## src/rtl/gemm_tile_sequencer_pkg.sv

```systemverilog
// Shared configuration for the GEMM tile sequencer: register map, DIM field layout,
// FSM state encoding and small arithmetic helpers.
package gemm_tile_sequencer_pkg;

  localparam int SUPER_SYS_ROWS = 16;
  localparam int SUPER_SYS_COLS = 16;

  localparam logic [31:0] REG_AADR = 32'd0;
  localparam logic [31:0] REG_BADR = 32'd4;
  localparam logic [31:0] REG_CADR = 32'd8;
  localparam logic [31:0] REG_ASTR = 32'd12;
  localparam logic [31:0] REG_BSTR = 32'd16;
  localparam logic [31:0] REG_CTRL = 32'd20;
  localparam logic [31:0] REG_DIM  = 32'd24;
  // Status reads share offsets with the write registers: +0 reports full, +24 reports done.
  localparam logic [31:0] REG_FULL = 32'd0;
  localparam logic [31:0] REG_DONE = 32'd24;

  localparam int DIM_M_SHIFT = 0;
  localparam int DIM_K_SHIFT = 5;
  localparam int DIM_N_SHIFT = 10;

  typedef enum logic [3:0] {
    IDLE      = 4'd0,
    WR_ASTR   = 4'd1,
    WR_BSTR   = 4'd2,
    WR_AADR   = 4'd3,
    WR_BADR   = 4'd4,
    WR_CADR   = 4'd5,
    WR_CTRL   = 4'd6,
    WR_DIM    = 4'd7,
    POLL_FULL = 4'd8,
    POLL_DONE = 4'd9,
    FINISH    = 4'd10
  } state_e;

  function automatic logic [31:0] tile_size(input logic [31:0] pos, input logic [31:0] blk,
                                            input logic [31:0] dim);
    logic [31:0] sz;
    if (pos + blk <= dim) sz = blk;
    else                  sz = dim % blk;
    return sz;
  endfunction

  function automatic logic [31:0] pack_dim(input logic [31:0] ms, input logic [31:0] ks,
                                           input logic [31:0] ns);
    return (ms << DIM_M_SHIFT) | (ks << DIM_K_SHIFT) | (ns << DIM_N_SHIFT);
  endfunction

endpackage

```

## src/rtl/gemm_tile_addr_gen.sv

```systemverilog
// Tile walker for the GEMM sequencer: holds the captured job and the n/m/k counters,
// and derives per-tile sizes, A/B/C addresses, first/last flags and end-of-walk flags.
module gemm_tile_addr_gen
  import gemm_tile_sequencer_pkg::*;
#(
  parameter int BLKM = 16,
  parameter int BLKN = SUPER_SYS_ROWS,
  parameter int BLKK = SUPER_SYS_COLS
) (
  input  logic        clk,
  input  logic        rst,
  input  logic        load_i,
  input  logic        adv_i,
  input  logic [15:0] mat_m_i,
  input  logic [15:0] mat_k_i,
  input  logic [15:0] mat_n_i,
  input  logic [31:0] a_base_i,
  input  logic [31:0] b_base_i,
  input  logic [31:0] c_base_i,
  output logic [31:0] dim_k_o,
  output logic [31:0] dim_n_o,
  output logic [31:0] a_addr_o,
  output logic [31:0] b_addr_o,
  output logic [31:0] c_addr_o,
  output logic [31:0] ctrl_o,
  output logic [31:0] dim_word_o,
  output logic        last_mk_o,
  output logic        last_n_o
);

  localparam logic [31:0] BM   = 32'(BLKM);
  localparam logic [31:0] BN   = 32'(BLKN);
  localparam logic [31:0] BK   = 32'(BLKK);
  localparam logic [15:0] BM16 = 16'(BLKM);
  localparam logic [15:0] BN16 = 16'(BLKN);
  localparam logic [15:0] BK16 = 16'(BLKK);

  logic [15:0] m_q, m_d, n_q, n_d, k_q, k_d;
  logic [15:0] dm_q, dk_q, dn_q;
  logic [31:0] ab_q, bb_q, cb_q;
  logic [31:0] m_w, n_w, k_w, dm_w, dk_w, dn_w;
  logic [31:0] msize_s, nsize_s, ksize_s;
  logic        m_last_s, n_last_s, k_last_s;

  assign m_w  = {16'd0, m_q};
  assign n_w  = {16'd0, n_q};
  assign k_w  = {16'd0, k_q};
  assign dm_w = {16'd0, dm_q};
  assign dk_w = {16'd0, dk_q};
  assign dn_w = {16'd0, dn_q};

  assign m_last_s = (m_w + BM >= dm_w);
  assign n_last_s = (n_w + BN >= dn_w);
  assign k_last_s = (k_w + BK >= dk_w);

  assign msize_s = tile_size(m_w, BM, dm_w);
  assign nsize_s = tile_size(n_w, BN, dn_w);
  assign ksize_s = tile_size(k_w, BK, dk_w);

  // B points at the last row of the k slice, hence the (ksize-1)*N term.
  assign a_addr_o   = ab_q + k_w + m_w * dk_w;
  assign b_addr_o   = bb_q + n_w + k_w * dn_w + (ksize_s - 32'd1) * dn_w;
  assign c_addr_o   = cb_q + n_w + m_w * dn_w;
  assign ctrl_o     = {30'd0, (k_q == 16'd0), k_last_s};
  assign dim_word_o = pack_dim(msize_s, ksize_s, nsize_s);
  assign dim_k_o    = dk_w;
  assign dim_n_o    = dn_w;
  assign last_mk_o  = k_last_s & m_last_s;
  assign last_n_o   = n_last_s;

  // Counter advance: k innermost, then m, then n.
  always_comb begin
    m_d = m_q;
    n_d = n_q;
    k_d = k_q;
    if (load_i) begin
      m_d = 16'd0;
      n_d = 16'd0;
      k_d = 16'd0;
    end else if (adv_i) begin
      if (!k_last_s) begin
        k_d = k_q + BK16;
      end else if (!m_last_s) begin
        k_d = 16'd0;
        m_d = m_q + BM16;
      end else begin
        k_d = 16'd0;
        m_d = 16'd0;
        n_d = n_q + BN16;
      end
    end else begin
      k_d = k_q;
    end
  end

  // Counter and job-capture registers.
  always_ff @(posedge clk) begin
    if (rst) begin
      m_q  <= 16'd0;
      n_q  <= 16'd0;
      k_q  <= 16'd0;
      dm_q <= 16'd0;
      dk_q <= 16'd0;
      dn_q <= 16'd0;
      ab_q <= 32'd0;
      bb_q <= 32'd0;
      cb_q <= 32'd0;
    end else begin
      m_q <= m_d;
      n_q <= n_d;
      k_q <= k_d;
      if (load_i) begin
        dm_q <= mat_m_i;
        dk_q <= mat_k_i;
        dn_q <= mat_n_i;
        ab_q <= a_base_i;
        bb_q <= b_base_i;
        cb_q <= c_base_i;
      end
    end
  end

endmodule

```

## src/rtl/gemm_tile_sequencer.sv

```systemverilog
// Walks a GEMM job tile by tile, programming the gemm register file over the system bus.
// Optional GEMM_SEQ_PERF_EN adds perf_cycles / perf_stalls counters.
module gemm_tile_sequencer
  import gemm_tile_sequencer_pkg::*;
#(
  parameter logic [31:0] BASE_ADDR = 32'h9000_0000,
  parameter int          BLKM      = 16,
  parameter int          BLKN      = SUPER_SYS_ROWS,
  parameter int          BLKK      = SUPER_SYS_COLS
) (
  input  logic        clk,
  input  logic        rst,
  input  logic        start,
  input  logic [15:0] mat_m,
  input  logic [15:0] mat_k,
  input  logic [15:0] mat_n,
  input  logic [31:0] a_base,
  input  logic [31:0] b_base,
  input  logic [31:0] c_base,
  output logic        busy,
  output logic        done,
`ifdef GEMM_SEQ_PERF_EN
  output logic [31:0] perf_cycles,
  output logic [31:0] perf_stalls,
`endif
  output logic        system_bus_en,
  output logic        system_bus_rdwr,
  output logic [31:0] system_bus_addr,
  output logic [31:0] system_bus_wr_data,
  input  logic [31:0] system_bus_rd_data
);

  state_e      state_q, state_d;
  logic        start_ok_s, zero_dim_s, rd_one_s, adv_s;
  logic        busy_q, done_q;
  logic [31:0] addr_q, wdata_q;
  logic        bus_en_s, bus_rdwr_s;
  logic [31:0] bus_addr_s, bus_wdata_s;
  logic [31:0] dim_k_s, dim_n_s, a_addr_s, b_addr_s, c_addr_s, ctrl_s, dim_word_s;
  logic        last_mk_s, last_n_s;

  assign start_ok_s = start && (state_q == IDLE);
  assign zero_dim_s = (mat_m == 16'd0) || (mat_k == 16'd0) || (mat_n == 16'd0);
  assign rd_one_s   = (system_bus_rd_data == 32'd1);
  assign adv_s      = ((state_q == POLL_FULL) && !rd_one_s && !last_mk_s) ||
                      ((state_q == POLL_DONE) && rd_one_s && !last_n_s);

  gemm_tile_addr_gen #(
    .BLKM(BLKM),
    .BLKN(BLKN),
    .BLKK(BLKK)
  ) u_addr_gen (
    .clk       (clk),
    .rst       (rst),
    .load_i    (start_ok_s),
    .adv_i     (adv_s),
    .mat_m_i   (mat_m),
    .mat_k_i   (mat_k),
    .mat_n_i   (mat_n),
    .a_base_i  (a_base),
    .b_base_i  (b_base),
    .c_base_i  (c_base),
    .dim_k_o   (dim_k_s),
    .dim_n_o   (dim_n_s),
    .a_addr_o  (a_addr_s),
    .b_addr_o  (b_addr_s),
    .c_addr_o  (c_addr_s),
    .ctrl_o    (ctrl_s),
    .dim_word_o(dim_word_s),
    .last_mk_o (last_mk_s),
    .last_n_o  (last_n_s)
  );

  // State register plus registered status outputs and the bus hold registers.
  always_ff @(posedge clk) begin
    if (rst) begin
      state_q <= IDLE;
      busy_q  <= 1'b0;
      done_q  <= 1'b0;
      addr_q  <= 32'd0;
      wdata_q <= 32'd0;
    end else begin
      state_q <= state_d;
      busy_q  <= (state_d != IDLE);
      done_q  <= (state_d == FINISH);
      addr_q  <= bus_addr_s;
      wdata_q <= bus_wdata_s;
    end
  end

  // Next-state logic; the poll states react to rd_data in the same cycle.
  always_comb begin
    state_d = state_q;
    case (state_q)
      IDLE: begin
        if (start) state_d = zero_dim_s ? FINISH : WR_ASTR;
        else       state_d = IDLE;
      end
      WR_ASTR: state_d = WR_BSTR;
      WR_BSTR: state_d = WR_AADR;
      WR_AADR: state_d = WR_BADR;
      WR_BADR: state_d = WR_CADR;
      WR_CADR: state_d = WR_CTRL;
      WR_CTRL: state_d = WR_DIM;
      WR_DIM:  state_d = POLL_FULL;
      POLL_FULL: begin
        if (rd_one_s)       state_d = POLL_FULL;
        else if (last_mk_s) state_d = POLL_DONE;
        else                state_d = WR_ASTR;
      end
      POLL_DONE: begin
        if (!rd_one_s)     state_d = POLL_DONE;
        else if (last_n_s) state_d = FINISH;
        else               state_d = WR_ASTR;
      end
      FINISH:  state_d = IDLE;
      default: state_d = IDLE;
    endcase
  end

  // Bus drive per state; address and write data hold whenever the bus is idle.
  always_comb begin
    bus_en_s    = 1'b0;
    bus_rdwr_s  = 1'b0;
    bus_addr_s  = addr_q;
    bus_wdata_s = wdata_q;
    case (state_q)
      WR_ASTR: begin
        bus_en_s = 1'b1; bus_rdwr_s = 1'b1;
        bus_addr_s = BASE_ADDR + REG_ASTR; bus_wdata_s = dim_k_s;
      end
      WR_BSTR: begin
        bus_en_s = 1'b1; bus_rdwr_s = 1'b1;
        bus_addr_s = BASE_ADDR + REG_BSTR; bus_wdata_s = dim_n_s;
      end
      WR_AADR: begin
        bus_en_s = 1'b1; bus_rdwr_s = 1'b1;
        bus_addr_s = BASE_ADDR + REG_AADR; bus_wdata_s = a_addr_s;
      end
      WR_BADR: begin
        bus_en_s = 1'b1; bus_rdwr_s = 1'b1;
        bus_addr_s = BASE_ADDR + REG_BADR; bus_wdata_s = b_addr_s;
      end
      WR_CADR: begin
        bus_en_s = 1'b1; bus_rdwr_s = 1'b1;
        bus_addr_s = BASE_ADDR + REG_CADR; bus_wdata_s = c_addr_s;
      end
      WR_CTRL: begin
        bus_en_s = 1'b1; bus_rdwr_s = 1'b1;
        bus_addr_s = BASE_ADDR + REG_CTRL; bus_wdata_s = ctrl_s;
      end
      WR_DIM: begin
        bus_en_s = 1'b1; bus_rdwr_s = 1'b1;
        bus_addr_s = BASE_ADDR + REG_DIM; bus_wdata_s = dim_word_s;
      end
      POLL_FULL: begin
        bus_en_s = 1'b1; bus_addr_s = BASE_ADDR + REG_FULL;
      end
      POLL_DONE: begin
        bus_en_s = 1'b1; bus_addr_s = BASE_ADDR + REG_DONE;
      end
      default: begin
        bus_en_s = 1'b0;
      end
    endcase
  end

  assign busy               = busy_q;
  assign done               = done_q;
  assign system_bus_en      = bus_en_s;
  assign system_bus_rdwr    = bus_rdwr_s;
  assign system_bus_addr    = bus_addr_s;
  assign system_bus_wr_data = bus_wdata_s;

`ifdef GEMM_SEQ_PERF_EN
  logic [31:0] perf_cycles_q, perf_stalls_q;
  logic        wait_s;

  assign wait_s = ((state_q == POLL_FULL) && rd_one_s) || ((state_q == POLL_DONE) && !rd_one_s);

  // Performance counters, restarted by each accepted job and frozen once idle.
  always_ff @(posedge clk) begin
    if (rst) begin
      perf_cycles_q <= 32'd0;
      perf_stalls_q <= 32'd0;
    end else if (start_ok_s) begin
      perf_cycles_q <= 32'd0;
      perf_stalls_q <= 32'd0;
    end else begin
      if (busy_q) perf_cycles_q <= perf_cycles_q + 32'd1;
      if (wait_s) perf_stalls_q <= perf_stalls_q + 32'd1;
    end
  end

  assign perf_cycles = perf_cycles_q;
  assign perf_stalls = perf_stalls_q;
`endif

endmodule

```

## config.mk

```make
export PLATFORM = sky130hd
export DESIGN_NAME = gemm_tile_sequencer
export DESIGN_NICKNAME = d
export VERILOG_FILES = /design/src/rtl/gemm_tile_sequencer_pkg.sv /design/src/rtl/gemm_tile_addr_gen.sv /design/src/rtl/gemm_tile_sequencer.sv
export SDC_FILE = /design/constraint.sdc
export NUM_CORES = 2
export LEC_CHECK = 0
export CORE_ASPECT_RATIO = 0.6
export CORE_MARGIN = 8
export CORE_UTILIZATION = 64
export CTS_BUF_LIST = sky130_fd_sc_hd__clkbuf_16
export DETAILED_ROUTE_END_ITERATION = 10
export PLACE_DENSITY = 0.91
export SLEW_MARGIN = 20
export SYNTH_ARGS = -nofsm -noshare
export SYNTH_HDL_FRONTEND = slang
export SYNTH_HIERARCHICAL = 1
export SYNTH_SLANG_ARGS = --single-unit
export TNS_END_PERCENT = 20
```

## constraint.sdc

```tcl
create_clock -name clk -period 17.05 [get_ports clk]
set_clock_uncertainty 0.05 [all_clocks]
set_input_delay 3.41 -clock clk [delete_from_list [all_inputs] [get_ports clk]]
set_output_delay 3.41 -clock clk [all_outputs]
set_load 0.01 [all_outputs]
```

==> impl_metrics.yaml <==
# physical design summary
setup_path:
  arrival_ps: 13260
  critical_path.startpoint_type: "register"
  critPathSlowestCell: "nor3_2"
  cp.required_ps: 13590
  critPathKind: "reg2out"
  worst-path-max-fanout: 18
  reg2regPathDepth: 42
  cp_top_family: "adder cells"
  critical_path.most_common_cell: "fa_1"
  end_kind: "output port"
  rrSetupSlack_ps: 4590
  slowest_delay_ps: 880
final_timing:
  tns_ps: 0
  setup_violations: 0
  whs_ps: 450
  fin_crit_ps: 16720
  max_freq_mhz: 59.8
  finalClockPeriodUsage_pct: 98.1
  report.final.slew_viol_count: 0
  hold_violations: 0
  worstMarginPinSlew_ps: 1290
cts:
  numCtsBuffers: 28
  ctsResizeCount: 0
  cts_buffer_depth: 3
  clock-root-buffer: "clkbuf_16"
  cts_num_sinks: 250
  cts.clk_slew.worst_paths_ps: 60
  tritoncts: "yes"
  cts_htree_levels: 1
  post-cts-setup-buffer-count: 0
  postCtsHoldBufs: 0
logic_synthesis:
  topCellsByArea: "fa_1 39%, dfxtp_1 11%, inv_1 10%"
  adder_share_pct: 48.8
  yosysTopAreaCellShare_pct: 38.9
  synth-compound-area-share_pct: 6.50
  synthMuxAreaShare_pct: 3.22
  synth_area_um2: 46300
  synth_warnings: 6
  syn_avg_cell_area_um2: 8.93
  synth-simple-area-share_pct: 14.4
  ys_async_sr_fraction_pct: 0
  synth_seq_share_pct: 10.8
  ys_top_logic_family: "adder cells"
  ys.flop_type: "dfxtp_1"
  edf_count: 0
  most_common_cell: "inv_1"
  synth_chip_area_um2: 46300
  ys_cells: 5185
  ys_types: 84
  numSynthFlops: 250
  ys_sh_xor_pct: 2.59
power:
  pg_clk_w: 0.000664
  internal_power_w: 0.00257
  clkPwrFrac_pct: 11.7
  power_w: 0.00566
  ir_worst_vdd_uv: 236
  swShare_pct: 54.6
  power.density_nw_per_um2: 111
  power.leakage_nw: 24.6
  switchingPower_w: 0.00309
  seq-power_w: 0.000716
drt:
  met3_length_um: 26800
  dr_wl_met2_um: 59900
  drc_errors: 0
  top_layer: "met5"
  drt-initial-drc-count: 5248
  antenna_left: 0
  firstDrtPassIters: 7
  drt-met1-wl_um: 55100
finish:
  area_growth_pct: 9.76
  signal_buffers: 333
  lay_top_count: "inv_1"
  layout_top_cells: "1255 x inv_1, 897 x fa_1, 490 x nand2_1"
  inverters_excl_clock: 1265
  sh_seq_area_pct: 9.86
  fin_util_pct: 70.9
  buf_share_pct: 6.16
  clock_cell_area_share_pct: 1.88
  dominant_cells: "multi-input combinational cells"
  layout.nets: 6868
  sh_comb_area_pct: 70.3
  nClkBuffers: 29
  drive_above_1_share_pct: 3.44
  antenna_cells: 5
grt:
  grt_use_met3_pct: 19.3
  grt_pass1_vias: 40000
  antenna_found_initial: 6
  busiest_layer: "met2"
  grt_max_degree: 111
  met1_usage_pct: 48.0
  grt_pass1_wl_um: 232000
  grt_util_met2_pct: 51.9
  grt_overflow: 0
job:
  warnings: 64
  maxCapViolations: 0
place:
  dpl.hpwl_um: 119000
  placedCellCount: 6366
  place_ws_ps: 860
  place.gp.congestion: 1.03
  dpl-instance-area_um2: 49800
run_status:
  status: "finished clean"
worst_hold_path:
  worstHoldStart: "u_addr_gen/cb_q[27]"
  hp-class: "reg2reg"
  worstHoldEndpoint: "u_addr_gen/cb_q[27]"
floorplan:
  fp_util_pct: 64.6
  core_area_um2: 71700
### Cells by drive strength

(1.5 px per µm)
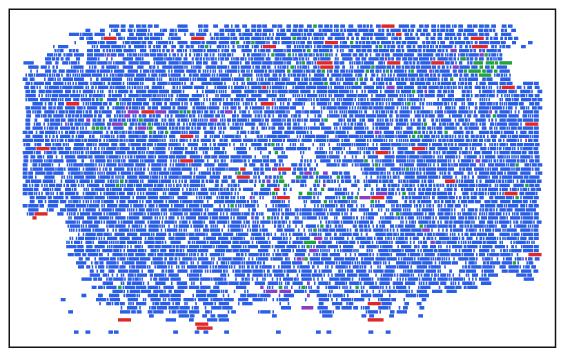
- _6 and larger: red (cells 39; share 0.72%; most used clkbuf_16)
- _3 and _4 cells: green (cells 101; share 1.9%; most used buf_4)
- _2 cells: purple (cells 47; share 0.86%; most used or2_2)
- _0 and _1 cells: blue (cells 5256; share 97%; most used inv_1)
fin worst setup slack: 331 ps
final instance area: 50800 µm²

### Metal layers overlaid

(1.5 px per µm) Two of the layers only.
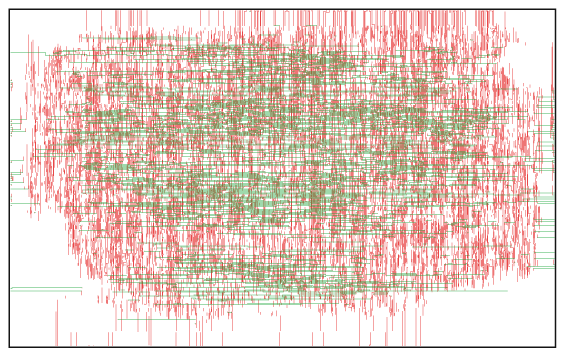
- metal 3: green (wire length 26.8 mm)
- metal 2: red (wire length 59.9 mm)
Total GRT Usage: 37.0%
vias: 37600
final wirelength: 150000 µm
Avg WL per Cell: 23.4 µm

### Port wiring

(1 px per µm)
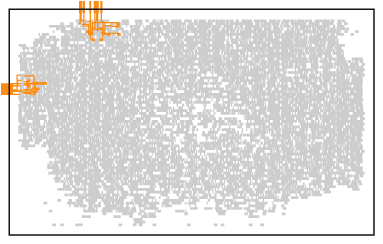
- mat_m: orange (bits 16; direction input; end cells 20; buffers 16; wire 567 µm)
input/output buffers: 246
# IOs: 247

### Pin map

(1.5 px per µm) Pins as bars across the die edge, other pins in grey.
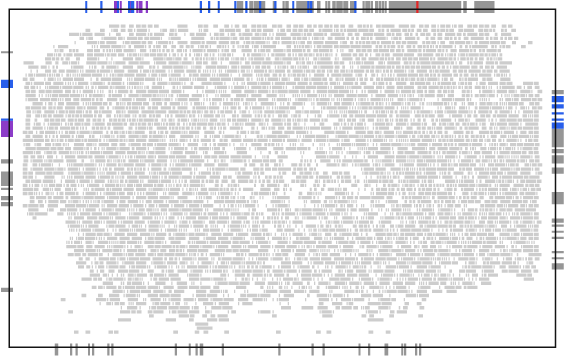
- mat_m: purple (pins 16; direction input; edge 8 top, 8 left)
- busy: red (pins 1; direction output; edge top)
- a_base: blue (pins 32; direction input; edge 17 top, 10 right, 5 left)
die height: 224 µm
die width: 363 µm

### Placed standard cells

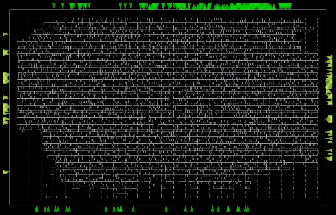
seq_cells: 250
num tapcells: 975
FP Rows: 76
non-filler cells, final: 6423

Power figures rest on the tool's default switching activity, not on a simulated workload.
